==> config.mk <==
export PLATFORM = sky130hd
export DESIGN_NAME = vliw_fetch_stage
export DESIGN_NICKNAME = d
export VERILOG_FILES = /design/src/rtl/vliw_pkg.sv /design/src/rtl/fetch_skid_fifo.sv /design/src/rtl/vliw_fetch_stage.sv
export SDC_FILE = /design/constraint.sdc
export NUM_CORES = 1
export LEC_CHECK = 0
export CELL_PAD_IN_SITES_DETAIL_PLACEMENT = 0
export CELL_PAD_IN_SITES_GLOBAL_PLACEMENT = 1
export CORE_UTILIZATION = 41
export DETAILED_ROUTE_END_ITERATION = 7
export GPL_ROUTABILITY_DRIVEN = 1
export PLACE_DENSITY = 0.79
export SLEW_MARGIN = 10
export SYNTH_ARGS = -nofsm -noshare
export SYNTH_HDL_FRONTEND = slang
export SYNTH_SLANG_ARGS = --single-unit
==> constraint.sdc <==
create_clock -name clk -period 25.4 [get_ports clk]
set_clock_uncertainty 0.05 [all_clocks]
set_input_delay 2.54 -clock clk [delete_from_list [all_inputs] [get_ports clk]]
set_output_delay 2.54 -clock clk [all_outputs]
set_load 0.1 [all_outputs]
Fig. 1: run 1, clock distribution
Scale: 1.5 px per um.
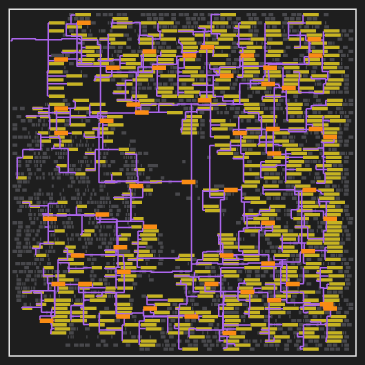
legend:
  orange:
    item: clock drivers
    count: 53
  yellow:
    item: flip-flops
    count: 520
  purple:
    item: clock wires
    length: 5960 um
routed clock nets: 54
Skew-Pair Late Insertion Delay: 590 ps
clock network power: 0.000756 W
clock share of power: 39.7%

Fig. 2: run 1, cell density map
Scale: 1.5 px per um. 23 x 23 tiles, from white (low) to dark blue (high), 0 to 100% covered.
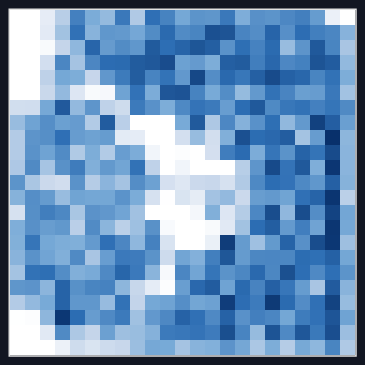
tiles over 75% full: 17%
emptiest ninth of the die: centre
fullest tile: 100%
mean over tiles: 52%
nearly empty tiles: 7.8%
core utilization before placement: 41.5%
Final Util: 55.1%
placeable core region: 51400 um^2

Fig. 3: run 1, met3 routing
Scale: 2 px per um. Cells faint in the background.
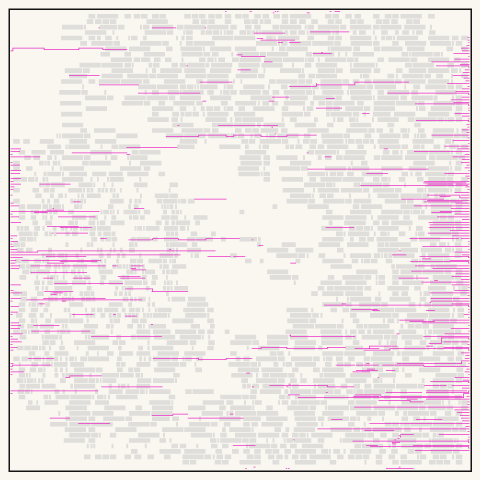
share of all routed wire: 7.8%
nets with wire on the layer: 287
main direction: horizontal
vias after detailed routing: 14300
met3 track utilization from global routing: 5.95%
total wire length: 57500 um

==> Table 3: Implementation characteristics, run 1 <==
Summary of implementation characteristics

Parameter                              Value

Run status
  Status .................. completed

Worst setup path
  Total stage count of the critical path .................. 10
  Cell type group with the largest total delay on the critical path .................. buffers and inverters
  CP Data Required Time .................. 22810 ps
  Depth of the most critical reg-to-reg path .................. 13

Floorplanning
  Die H .................. 230 um
  Overall chip area .................. 53000 um^2
  Number of cell rows .................. 83

STA
  Tcrit/Tclk final .................. 34.9%
  Maximum frequency from static timing analysis .................. 0.113 GHz

Drt
  Final antenna-violating net count .................. 0
  Top Layer Used .................. met5
  Residual DRC count .................. 0
  Met2 routed wirelength .................. 28300 um

Placement
  Detailed Place HPWL .................. 39300 um
  Count of placed standard cells including taps .................. 2629

Logic synthesis
  Yosys chip area .................. 21400 um^2
  Top logic family .................. simple AND/OR/NAND/NOR gates

Finish
  Biggest Area Class .................. flip-flops and latches
  Count of non-filler cells in the finished layout .................. 2735
  Comb. cell area .................. 6050 um^2
  Number of fillers in the final layout .................. 4208
  Fraction of area in clock buffers and inverters .................. 6.03%
  Count of non-CTS buffers in the layout .................. 479
  Final Cell Area .................. 28300 um^2

Clocking
  CTS Buffer Depth .................. 3
  Clock root buffer master .................. clkbuf_16
  Sinks on Clock Net .................. 520

Pwr
  Net switching power figure .................. 0.000456 W
  Switching share of power .................. 23.9%
  Internal portion of total power .................. 0.00145 W
  Final Total Pwr .................. 0.00191 W
  Power Dens Cells .................. 67.3 nW/um^2

Global routing
  Total global routing track utilization .................. 21.1%
  Met1 global-route usage .................. 26.1%

Run
  Total tool warning count .................. 32

Min path
  Hold Path Depth .................. 0
## run 1: power by group through the flow
stage / Combinational, W / Sequential, W / Clock [W]
after CTS: 0.000199 / 0.000952 / 0.000774
after global routing: 0.000209 / 0.000954 / 0.000805
after detailed placement: 0.000198 / 0.000970 / 0
after floorplan: 0.000119 / 0.000972 / 0
final: 0.000198 / 0.000952 / 0.000756
after global placement: 0.000197 / 0.000970 / 0
## run 1: Yosys cell counts, drive strengths merged, types with 2 or more instances
library cell | instances | share of area [%]
a21oi | 51 | 1.2
dfxtp | 72 | 6.7
mux2 | 7 | 0.37
or4 | 3 | 0.11
and3 | 6 | 0.18
nand2b | 3 | 0.088
nor4 | 53 | 1.6
nor3b | 5 | 0.18
a22oi | 4 | 0.16
a31oi | 3 | 0.088
nand4b | 11 | 0.45
xnor2 | 25 | 1.0
nor2b | 5 | 0.15
nand2 | 71 | 1.2
mux2i | 238 | 11
nand3b | 12 | 0.42
a2111oi | 2 | 0.082
nand4 | 29 | 0.85
o22ai | 3 | 0.088
or3 | 3 | 0.088
a21o | 2 | 0.070
a211oi | 23 | 0.81
and2 | 5 | 0.15
nor2 | 288 | 5.1
edfxtp | 448 | 63
clkbuf | 53 | 0.93
nand3 | 24 | 0.59
inv | 12 | 0.21
buf | 37 | 0.86
xor2 | 9 | 0.37
nor3 | 21 | 0.49
o21ai | 11 | 0.26
or2 | 2 | 0.059
a22o | 2 | 0.082
ha | 4 | 0.23
## run 1: worst reg2reg max path, delay by kind of cell (launching register included)
family / cells / cell delay, ps
AOI/OAI and AO/OA: 2 / 370
xor gates and xnor gates: 1 / 200
adders and majority gates: 2 / 640
buffers and inverters: 3 / 1280
DFF: 1 / 400
and+or+nand+nor: 5 / 1700
Fig. 4: run 1, the metal 1 layer
Scale: 1 px per um. Supply wires on this layer in grey.
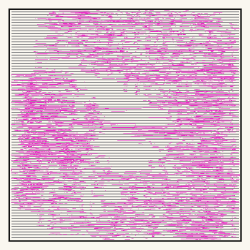

==> run 1 -> run 2 <==
Settings changed: CORE_UTILIZATION 41 to 37, PLACE_DENSITY 0.79 to 0.75.
Clock period 25.4 ns to 7.6 ns, I/O delays scaled along.
Fig. 5: run 2, the metal 1 layer
Scale: 1 px per um. Supply wires on this layer in grey.
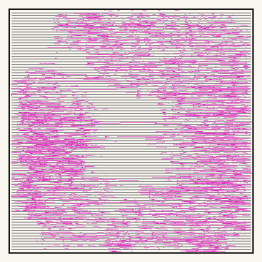
wire length on this layer: 24.0 mm
share of all routed wire: 41%
longest straight run: 81.0 um
vias after detailed routing: 14200
met1 global-route usage: 24.3%
total wire length: 59000 um

Fig. 6: run 2, clock distribution
Scale: 1.5 px per um.
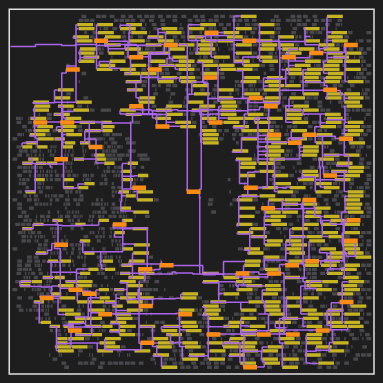
legend:
  yellow:
    item: flip-flops
    count: 520
  purple:
    item: clock wires
    length: 6240 um
  orange:
    item: clock drivers
    count: 55
flops lie: widely spread
routed clock nets: 56
Skew-Pair Late Insertion Delay: 600 ps
clock share of power: 40.0%

==> run 2 against run 1 <==
Core utilization shrank 4.8 points; final area grew 0.63%; sequential power grew to 3.3 times the previous value; largest cell class unchanged; sequential share of layout area shrank 0.33 points; clock-buffer cell count shrank 2; setup slack lost 14000 ps.
==> Table 3: Implementation characteristics, run 2 <==
Summary of implementation characteristics

Parameter                              Value

Placement
  Port-buffer cells .................. 462 (unchanged)
  Detailed Place HPWL .................. 40400 um (was 39300 um)

Run status
  Status .................. completed (unchanged)

Logic synthesis
  Area share, top type .................. 63.0% (unchanged)
  Cells taking the most area after synthesis .................. edfxtp_1 (63%), mux2i_1 (11%), dfxtp_1 (6.7%) (unchanged)
  Most frequently used cell type in the post-synthesis netlist .................. edfxtp_1 (unchanged)
  Ranking of synthesized cells by instance count .................. edfxtp_1 (448), nor2_1 (288), mux2i_1 (238) (unchanged)
  Yosys chip area .................. 21400 um^2 (unchanged)
  Cell taking the most area after synthesis .................. edfxtp_1 (unchanged)

Worst setup path
  Startpoint type of the worst setup path .................. flop (was primary input)
  Depth of the most critical reg-to-reg path .................. 12 (was 13)
  CP Data Required Time .................. 6790 ps (was 22810 ps)
  Max stage delay cell, worst path .................. clkdlybuf4s50_1 (unchanged)

Finish
  Number of fillers in the final layout .................. 4892 (was 4208)

Floorplanning
  Overall chip area .................. 58700 um^2 (was 53000 um^2)
  Number of cell rows .................. 87 (was 83)
  Core utilization before placement .................. 37.7% (was 41.5%)
  Placeable core region .................. 56700 um^2 (was 51400 um^2)
  Die H .................. 242 um (was 230 um)

Pwr
  Clock network power .................. 0.00257 W (was 0.000756 W)
  P_comb .................. 0.000667 W (was 0.000198 W)
  Max power group .................. sequential cells (unchanged)
  Internal portion of total power .................. 0.00485 W (was 0.00145 W)
  Switching share of power .................. 24.4% (was 23.9%)
  Power Dens Cells .................. 225 nW/um^2 (was 67.3 nW/um^2)
  Net switching power figure .................. 0.00157 W (was 0.000456 W)
  Seq group .................. 0.00318 W (was 0.000952 W)
  Final Total Pwr .................. 0.00642 W (was 0.00191 W)

Clocking
  Post-cts sizing count .................. 0 (unchanged)
  Setup bufs post-CTS .................. 0 (unchanged)
  Clock root buffer master .................. clkbuf_16 (unchanged)
  CTS Buffer Depth .................. 3 (unchanged)

Drt
  Residual DRC count .................. 0 (unchanged)
  Final antenna-violating net count .................. 0 (unchanged)

Global routing
  Number of global-route vias before repair .................. 13800 (was 14100)
  Pin count of the biggest net entering global routing .................. 225 (was 226)
  Total global routing track utilization .................. 19.4% (was 21.1%)

Run
  Total tool warning count .................. 35 (was 32)

Min path
  Hold Path Depth .................. 0 (unchanged)

STA
  Tcrit/Tclk final .................. 67.5%
Fig. 7: run 2, clock nets
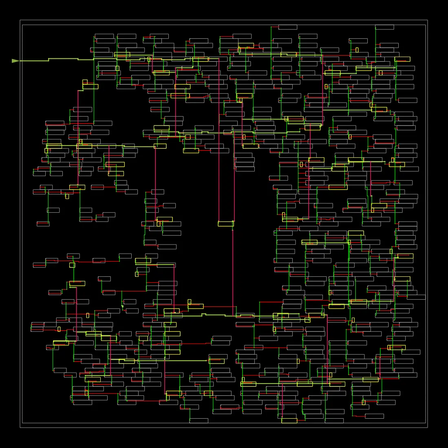
clock buf count: 69
Sinks on Clock Net: 520
sequential cell count: 520
number of clock buffers inserted by TritonCTS: 55

-- run 2: logic make-up after synthesis --
logic type	share of synthesized area, %
XOR/XNOR	1.39
buffers and inverters	2.02
multiplexers	11.5
AND/OR/NAND/NOR	11.8
AND-OR/OR-AND	3.18
flip-flops	69.7
adder cells (fa/ha/maj)	0.328
-- run 2: per-stage QoR --
step / setup slack [ps] / cell area [um^2] / utilization, % / cells / hold slack [ps]
after detailed placement: 2470 / 26800 / 47.2 / 2703 / 389
after global routing: 2270 / 28500 / 50.3 / 2809 / 413
after floorplan: 1.38 / 21400 / - / 1560 / 375
after CTS: 2370 / 28500 / 50.3 / 2805 / 403
final: 2470 / 28500 / 50.3 / 2811 / 398
after global placement: 2450 / 26800 / 47.2 / 2703 / 385
-- run 2: routing by layer --
metal  track usage (%)  wire length [um]  vias to the layer above
met1              24.3             24000                     6915
met2              32.5             28900                      456
li1                  -                 -                     6701
met3              5.77              4490                      103
met5                 0               120                        -
met4              5.75              1520                       20
-- run 2: critical path, delay by kind of cell (launching register included) --
family,cells,cell delay (ps)
xor gates and xnor gates,1,200
adders and majority gates,2,660
buffers and inverters,3,1510
DFF,1,390
and+or+nand+nor,6,970
-- run 2: cell type report --
| cell class | count | area, um^2 | area share (%) |
|---|---|---|---|
| clock buffer | 69 | 1470 | 5.16 |
| clock inverter | 33 | 267 | 0.935 |
| timing repair buffer | 477 | 4790 | 16.8 |
| antenna | 6 | 15.0 | 0.0526 |
| sequential | 520 | 14900 | 52.2 |
| inverter | 13 | 53.8 | 0.189 |
| multi-input combinational | 937 | 6080 | 21.3 |
| tap | 756 | 946 | 3.32 |
Power figures rest on the tool's default switching activity, not on a simulated workload.
